run_1/floorplan.png
Pins as bars on the die edge. Tap cells in gray.
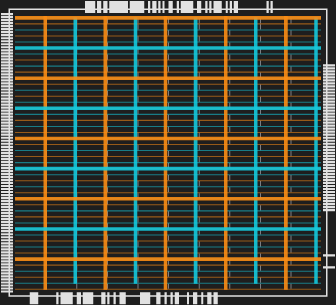
run_1/class_map.png
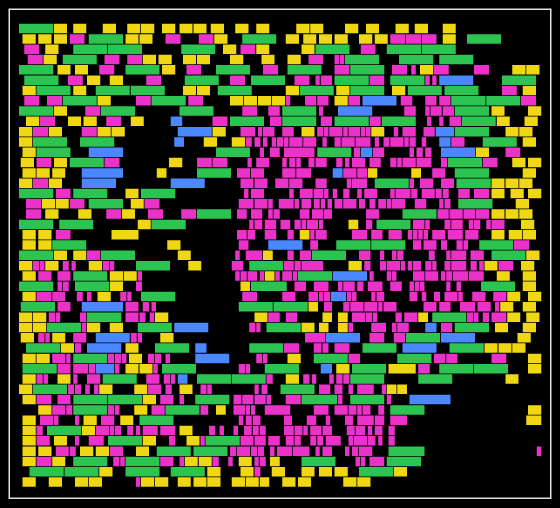
run_1/clock_wires.png
The bar under the picture is 50 um long.
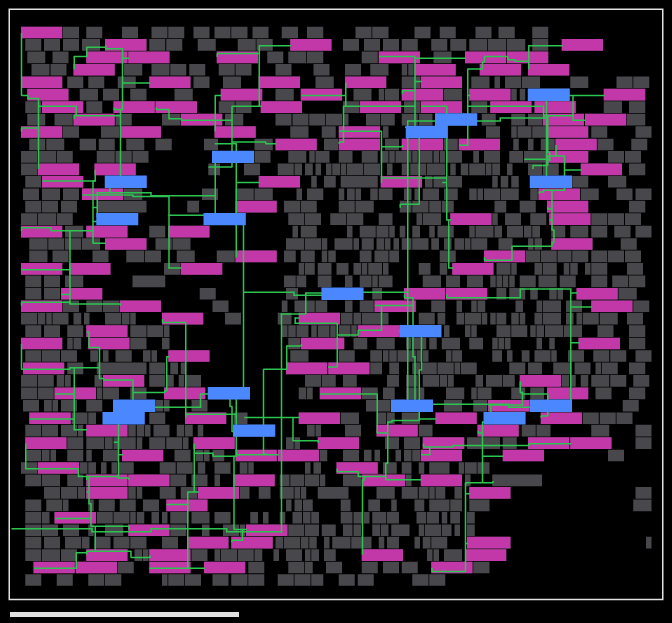
$ cat config.mk
export PLATFORM = sky130hd
export DESIGN_NAME = mips_bus_lsu
export DESIGN_NICKNAME = d
export VERILOG_FILES = /design/src/rtl/mips_bus_lsu.sv
export SDC_FILE = /design/constraint.sdc
export NUM_CORES = 1
export LEC_CHECK = 0
export CAP_MARGIN = 20
export CORE_ASPECT_RATIO = 0.9
export CORE_MARGIN = 2
export CORE_UTILIZATION = 45
export DETAILED_ROUTE_END_ITERATION = 10
export PLACE_DENSITY = 0.78
export SYNTH_ARGS = -nofsm -noshare
export SYNTH_HDL_FRONTEND = slang
export SYNTH_SLANG_ARGS = --single-unit
export TNS_END_PERCENT = 30
$ cat constraint.sdc
create_clock -name clk -period 3.5 [get_ports clk]
set_clock_uncertainty 0.05 [all_clocks]
set_input_delay 0.35 -clock clk [delete_from_list [all_inputs] [get_ports clk]]
set_output_delay 0.35 -clock clk [all_outputs]
set_load 0.05 [all_outputs]
$ cat src/rtl/mips_bus_lsu.sv
// mips_bus_lsu: single-outstanding load/store unit between the MIPS execute
// stage and an Avalon-MM master port. Handles lane selection, sign/zero
// extension, LWL/LWR merging, misalignment rejection and bus timeout.
module mips_bus_lsu #(
  parameter int unsigned BIG_ENDIAN = 0,
  parameter int unsigned TIMEOUT    = 0
) (
  input  logic        clk,
  input  logic        reset,
  input  logic        req_valid,
  output logic        req_ready,
  input  logic [3:0]  req_op,
  input  logic [31:0] req_addr,
  input  logic [31:0] req_wdata,
  input  logic [31:0] req_rt_old,
  output logic        resp_valid,
  output logic [31:0] resp_data,
  output logic        resp_err,
  output logic [31:0] address,
  output logic        read,
  output logic        write,
  input  logic        waitrequest,
  output logic [31:0] writedata,
  output logic [3:0]  byteenable,
  input  logic [31:0] readdata
);

  typedef enum logic [1:0] {S_IDLE, S_BUS, S_RESP} state_t;

  typedef enum logic [3:0] {
    OP_LW  = 4'd0, OP_LH  = 4'd1, OP_LHU = 4'd2, OP_LB = 4'd3, OP_LBU = 4'd4,
    OP_LWL = 4'd5, OP_LWR = 4'd6, OP_SW  = 4'd7, OP_SH = 4'd8, OP_SB  = 4'd9
  } op_t;

  localparam logic BE = (BIG_ENDIAN != 0);

  state_t      state;
  logic [3:0]  op_q;
  logic [1:0]  lane_q;
  logic        half_q;
  logic [31:0] rt_q;
  logic [31:0] wait_cnt;

  logic [1:0]  lane_in;
  logic        half_in;
  logic        bad_in;
  logic        store_in;
  logic [3:0]  be_in;
  logic [31:0] wd_in;
  logic [31:0] load_res;
  logic [7:0]  byte_sel;
  logic [15:0] half_sel;
  logic        timed_out;

  assign lane_in   = req_addr[1:0] ^ {2{BE}};
  assign half_in   = req_addr[1] ^ BE;
  assign timed_out = (TIMEOUT != 0) && ((wait_cnt + 32'd1) >= TIMEOUT);

  // Decode the incoming request: legality, byte enables and store data.
  always_comb begin
    bad_in   = 1'b0;
    store_in = 1'b0;
    be_in    = '0;
    wd_in    = req_wdata;
    case (req_op)
      OP_LW:  begin be_in = 4'b1111; bad_in = (req_addr[1:0] != 2'b00); end
      OP_SW:  begin be_in = 4'b1111; bad_in = (req_addr[1:0] != 2'b00); store_in = 1'b1; end
      OP_LH, OP_LHU: begin
        be_in  = half_in ? 4'b1100 : 4'b0011;
        bad_in = req_addr[0];
      end
      OP_SH: begin
        be_in    = half_in ? 4'b1100 : 4'b0011;
        bad_in   = req_addr[0];
        store_in = 1'b1;
        wd_in    = {2{req_wdata[15:0]}};
      end
      OP_LB, OP_LBU: be_in = 4'b0001 << lane_in;
      OP_SB: begin
        be_in    = 4'b0001 << lane_in;
        store_in = 1'b1;
        wd_in    = {4{req_wdata[7:0]}};
      end
      OP_LWL: be_in = 4'b1111 >> (2'd3 - lane_in);
      OP_LWR: be_in = 4'b1111 << lane_in;
      default: bad_in = 1'b1;
    endcase
  end

  assign byte_sel = readdata[8*lane_q +: 8];
  assign half_sel = half_q ? readdata[31:16] : readdata[15:0];

  // Shape the returned bus word into the load result for the latched op.
  always_comb begin
    load_res = '0;
    case (op_q)
      OP_LW:  load_res = readdata;
      OP_LB:  load_res = {{24{byte_sel[7]}}, byte_sel};
      OP_LBU: load_res = {24'd0, byte_sel};
      OP_LH:  load_res = {{16{half_sel[15]}}, half_sel};
      OP_LHU: load_res = {16'd0, half_sel};
      // LWL/LWR spelled out per lane instead of variable 32-bit shifts.
      OP_LWL: begin
        case (lane_q)
          2'd0:    load_res = {readdata[7:0],  rt_q[23:0]};
          2'd1:    load_res = {readdata[15:0], rt_q[15:0]};
          2'd2:    load_res = {readdata[23:0], rt_q[7:0]};
          default: load_res = readdata;
        endcase
      end
      OP_LWR: begin
        case (lane_q)
          2'd0:    load_res = readdata;
          2'd1:    load_res = {rt_q[31:24], readdata[31:8]};
          2'd2:    load_res = {rt_q[31:16], readdata[31:16]};
          default: load_res = {rt_q[31:8],  readdata[31:24]};
        endcase
      end
      default: load_res = '0;
    endcase
  end

  // Control FSM with registered bus and response outputs.
  always_ff @(posedge clk or negedge reset) begin
    if (!reset) begin
      state      <= S_IDLE;
      req_ready  <= 1'b1;
      read       <= 1'b0;
      write      <= 1'b0;
      resp_valid <= 1'b0;
      resp_err   <= 1'b0;
      resp_data  <= '0;
      address    <= '0;
      writedata  <= '0;
      byteenable <= '0;
      op_q       <= '0;
      lane_q     <= '0;
      half_q     <= 1'b0;
      rt_q       <= '0;
      wait_cnt   <= '0;
    end else begin
      case (state)
        S_IDLE: begin
          if (req_valid) begin
            op_q       <= req_op;
            lane_q     <= lane_in;
            half_q     <= half_in;
            rt_q       <= req_rt_old;
            address    <= {req_addr[31:2], 2'b00};
            byteenable <= be_in;
            writedata  <= wd_in;
            wait_cnt   <= '0;
            req_ready  <= 1'b0;
            if (bad_in) begin
              state      <= S_RESP;
              resp_valid <= 1'b1;
              resp_err   <= 1'b1;
              resp_data  <= '0;
            end else begin
              state <= S_BUS;
              read  <= !store_in;
              write <= store_in;
            end
          end
        end
        S_BUS: begin
          if (!waitrequest) begin
            read       <= 1'b0;
            write      <= 1'b0;
            resp_valid <= 1'b1;
            resp_err   <= 1'b0;
            resp_data  <= load_res;
            state      <= S_RESP;
          end else if (timed_out) begin
            read       <= 1'b0;
            write      <= 1'b0;
            resp_valid <= 1'b1;
            resp_err   <= 1'b1;
            resp_data  <= '0;
            state      <= S_RESP;
          end else begin
            wait_cnt <= wait_cnt + 32'd1;
          end
        end
        S_RESP: begin
          resp_valid <= 1'b0;
          resp_err   <= 1'b0;
          resp_data  <= '0;
          req_ready  <= 1'b1;
          state      <= S_IDLE;
        end
        default: begin
          state     <= S_IDLE;
          req_ready <= 1'b1;
          read      <= 1'b0;
          write     <= 1'b0;
        end
      endcase
    end
  end

endmodule

==> out/metrics.csv, run 1 <==
metric,value,unit
top_cell_area_share,45.73,%
drv_slew,0,
cp.arrival,2.99,ns
use_met2,41.46,%
cap_violations,0,
crit_fanout,65,
edf_count,0,
cts_num_sinks,143,
max_freq,372.2,MHz
antenna_found_initial,0,
first_iter_violations,575,
power_frac_comb,53.1,%
placed_cell_area,10350,sq um
layout_setup_ws,0.8132,ns
critPathMaxStageDelay,0.63,ns
first_global_vias,6793,
postCtsSetupBuffers,0,
grt_max_degree,66,
syn_to_final_growth,41.43,%
clkCellAreaFrac,5.726,%
htreeDepth,4,
rsz0062_at_grt,false,
power.density,936.2,nW/um^2
reg2reg_slack,0.81,ns
lay_top_count,clkdlybuf4s50_1,
clk_pin_slew_worst_paths,0.06,ns
crit_chain,buf_4 -> nand2_1 -> o21bai_1 -> a222oi_1 -> o21ai_0 -> a22o_1,
crit_required,3.81,ns
ys_ff,143,
dp_slack,0.6669,ns
taps,211,
seq_cells,143,
synthXorXnorAreaFrac,0.1127,%
async_flop_share,100.0,%
yosys_area,7771,sq um
cts_max_path_buffers,2,
crit_type,register to register,
status,"finished, final reports clean",
cp-startpoint,lane_q[1]$_DFFE_PN0P_,
-- floorplan.png (at the start) --
cyan -> VDD
orange -> VSS
met4 straps = 10
tap cells = 211
Peak VDD IR: 674.7 uV
Die Height: 128.7 um

-- class_map.png (at the start) --
blue -> clock drivers and dummy loads  # cells 32, share of their area 5.9%
yellow -> remaining buffers and delay cells  # cells 260, share of their area 24%
green -> registers  # cells 143, share of their area 33%
magenta -> remaining logic cells  # cells 552, share of their area 37%
Finished Cell Area: 10990 sq um
Seq area share: 32.59%

-- clock_wires.png (at the start) --
blue -> clock-net drivers  # count 17
green -> clock wires  # length 2020 um
magenta -> flip-flops  # count 143
flops lie = spread over the die
power in the clock group: 0.00194 W
Latency at later pin: 0.42 ns

--- run 2 (diff from run 1) ---
==> constraint.sdc (replaced) <==
create_clock -name clk -period 2.8 [get_ports clk]
set_clock_uncertainty 0.05 [all_clocks]
set_input_delay 0.28 -clock clk [delete_from_list [all_inputs] [get_ports clk]]
set_output_delay 0.28 -clock clk [all_outputs]
set_load 0.05 [all_outputs]
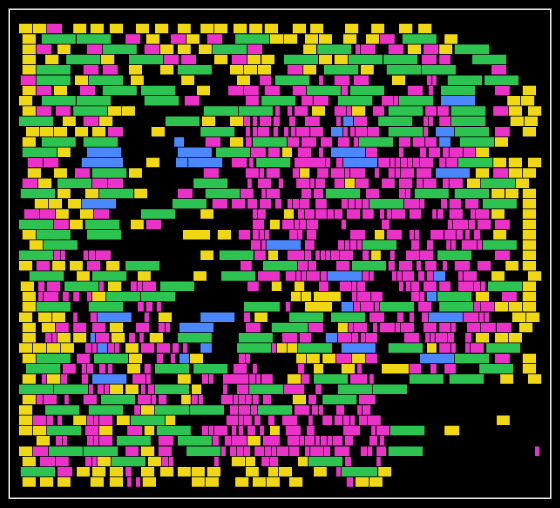
run_2/class_map.png
yellow -> remaining buffers and delay cells  # cells 269, share of their area 25%
blue -> clock drivers and dummy loads  # cells 32, share of their area 5.3%
magenta -> remaining logic cells  # cells 552, share of their area 37%
green -> registers  # cells 143, share of their area 33%
Layout Utilization: 65.27%
cell row count: 45

==> run 2 against run 1 <==
Against the previous run:
- sequential power is about 20% higher
- first-iteration DRC count is 19% lower
- total power is 24% higher
- critical path depth is 1 higher
- register-to-register slack worse by 0.38 ns
- wire length is 1.2% higher
- combinational power is 29% higher
- global-route usage is 0.13 points higher
- maximum frequency is 14% higher
- count of clock-buffer cells in the layout stayed put
- final area is 0.32% higher
- core utilization is 0.21 points higher
==> out/metrics.csv, run 2 <==
metric,value,unit
async_flop_share,100.0,%
rr_endpoint,resp_data[4]$_DFFE_PN0P_,
timing.rr.start,state[1]$_DFFE_PN0P_,
cts_num_sinks,143,
cts_hold_buffers,1,
top_regs,"resp_data x32, rt_q x32, writedata x32",
power.density,1157,nW/um^2
clk_pin_slew_worst_paths,0.06,ns
dp.cells,1174,
taps,211,
use_met2,42.31,%
p_int,0.006903,W
grt_use_met3,9.676,%
reg2reg_slack,0.44,ns
seq_cells,143,
synth_dominant_cell_count,dfrtp_1,
antenna_found_initial,1,
max_slew_margin,53.73,%
pwr-share-clk,17.4,%
crit_fanout,32,
cp_num_buf_inv,2,
logic_area,3901,sq um
n_all_buffers,269,
lay_top_count,clkdlybuf4s50_1,
drv_slew,0,
ys_warn_count,0,
top_cell_area_share,45.73,%
crit_family,AND-OR/OR-AND gates,
ant_nets,0,
yosys_area,7771,sq um
htreeDepth,4,
p_seq_share,27.2,%
pg_clk,0.00222,W
crit_type,register to register,
status,"finished, final reports clean",
grt_max_degree,73,
crit_chain,inv_1 -> ha_1 -> nand4bb_1 -> o221ai_1 -> nand2b_1 -> buf_4 -> a22o_1,
nClkBuffers,19,
root_buffer,clkbuf_16,
postCtsSetupBuffers,0,
cp.arrival,2.67,ns
critPathMaxStageDelay,0.46,ns
grt_overflow,0,
r2r_cells,7,
ys_ff,143,
first_iter_violations,464,
cts_buffers,17,
rsz0062_at_grt,false,
cp-startpoint,state[1]$_DFFE_PN0P_,
dieHeight,128.7,um
viasPerCell,5.807,
ys_seq_share,46.06,%
hp-class,primary input to asynchronous set/reset pin,
edf_count,0,
syn_to_final_growth,41.88,%
power_frac_comb,55.3,%
cts_tree,done,
die-area,18340,sq um
start_kind,register,
final_area,11030,sq um
synthXorXnorAreaFrac,0.1127,%
peakVddDrop,1026,uV
logic_gates,542,
vias,7009,
seq_share,32.49,%
highest_layer,met5,
first_global_vias,7038,
layout_setup_ws,0.4359,ns
cap_violations,0,
fin_crit,2.364,ns
power.switching,0.005854,W
final_cell_mix,"clkdlybuf4s50_1, dfrtp_1, nand2_1",
clk_latency,0.42,ns
core,16890,sq um
floorplan.core_util,46.01,%
gr-max-usage-layer,met2,
top_level_ports,241,
n_antenna_cell,0,
synth_area,7771,sq um
placed_cell_area,10440,sq um
clkCellAreaFrac,5.186,%
worst_slew_pin_slew,0.6940,ns
simple_gate_area_share,10.01,%
portBuffers,238,
dp_slack,0.2939,ns
crit_required,3.10,ns
max_freq,423.0,MHz
cts_max_path_buffers,2,
--- run 3 (diff from run 2) ---
==> constraint.sdc (replaced) <==
create_clock -name clk -period 2.2 [get_ports clk]
set_clock_uncertainty 0.05 [all_clocks]
set_input_delay 0.22 -clock clk [delete_from_list [all_inputs] [get_ports clk]]
set_output_delay 0.22 -clock clk [all_outputs]
set_load 0.05 [all_outputs]
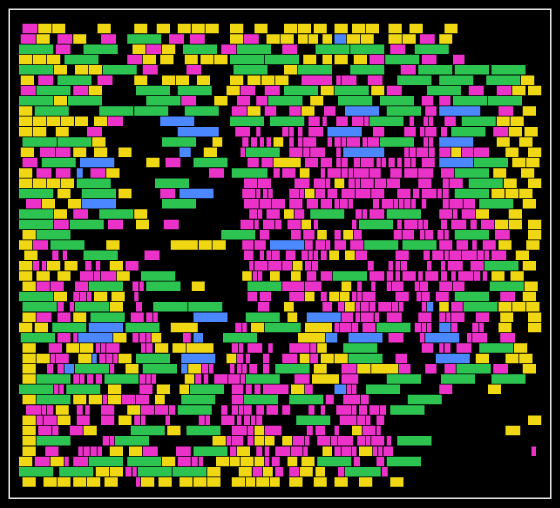
run_3/class_map.png
green -> registers  # cells 143, share of their area 32%
magenta -> remaining logic cells  # cells 552, share of their area 36%
blue -> clock drivers and dummy loads  # cells 31, share of their area 5.4%
yellow -> remaining buffers and delay cells  # cells 295, share of their area 26%
Layout Utilization: 66.90%
Finished Cell Area: 11300 sq um
Placeable Area: 16890 sq um
Seq area share: 31.70%

==> run 3 against run 2 <==
Against the previous run:
- synthesized cell count did not move
- core utilization increased by 1.6 points
- worst setup slack got worse by 0.33 ns
- final area rose by 2.5%
- count of clock-buffer cells in the layout down 1
- clock power is 33% higher
- area after synthesis unchanged
- sequential share of layout area down 0.79 points
- critical path type unchanged
- register-to-register slack got worse by 0.33 ns
- sequential power is about 30% higher
- via count up 0.71%
- die area unchanged
- highest routed layer unchanged
==> out/metrics.csv, run 3 <==
metric,value,unit
max_slew_margin,58.53,%
lay_top_count,clkdlybuf4s50_1,
grt_max_degree,62,
crit_chain,inv_1 -> ha_1 -> inv_2 -> or3_1 -> a311oi_2 -> buf_12 -> a22o_1,
first_global_vias,7084,
p_seq_share,27.1,%
grt_overflow,0,
cts_max_path_buffers,2,
status,"finished, final reports clean",
crit_type,register to register,
gr-max-usage-layer,met2,
reg2reg_slack,0.11,ns
peakVddDrop,1366,uV
p_int,0.009145,W
clk_pin_slew_worst_paths,0.06,ns
cp-startpoint,state[1]$_DFFE_PN0P_,
n_antenna_cell,0,
vias,7059,
first_iter_violations,460,
logic_gates,542,
topCellsByArea,"dfrtp_1, mux2_2, mux2i_1, nand2_1, o21ai_0",
cts_tree,done,
ys_seq_share,46.06,%
nClkBuffers,18,
pwr-share-clk,17.8,%
htreeDepth,4,
clkCellAreaFrac,5.248,%
cts_num_sinks,143,
grt_use_met3,9.862,%
power_frac_comb,55.1,%
ant_nets,0,
seq_cells,143,
cts_buffers,17,
edf_count,0,
synth_dominant_cell_count,dfrtp_1,
power.density,1469,nW/um^2
drv_slew,0,
crit_family,AND-OR/OR-AND gates,
worst_slew_pin_slew,0.6187,ns
yosys_area,7771,sq um
highest_layer,met5,
start_kind,register,
synthXorXnorAreaFrac,0.1127,%
dp.cells,1200,
async_flop_share,100.0,%
portBuffers,238,
clk_latency,0.42,ns
cp.arrival,2.40,ns
syn_to_final_growth,45.42,%
num_rows,45,
logic_area,3910,sq um
timing.rr.start,state[1]$_DFFE_PN0P_,
crit_required,2.51,ns
pg_clk,0.00296,W
floorplan.core_util,46.01,%
hp-class,primary input to asynchronous set/reset pin,
simple_gate_area_share,10.01,%
fin_crit,2.095,ns
rsz0062_at_grt,true,
ys_ff,143,
n_all_buffers,295,
cts_hold_buffers,1,
use_met2,42.59,%
max_freq,477.4,MHz
placed_cell_area,10690,sq um
postCtsSetupBuffers,0,
r2r_cells,7,
holdWs,0.2762,ns
critPathMaxStageDelay,0.40,ns
top_level_ports,241,
viasPerCell,5.730,
root_buffer,clkbuf_16,
power.switching,0.007452,W
antenna_found_initial,1,
top_cell_area_share,45.73,%
crit_fanout,22,
dieHeight,128.7,um
layout_setup_ws,0.1054,ns
met1_usage,32.16,%
die-area,18340,sq um
cap_violations,0,
Power is estimated from default activity; no workload was simulated.
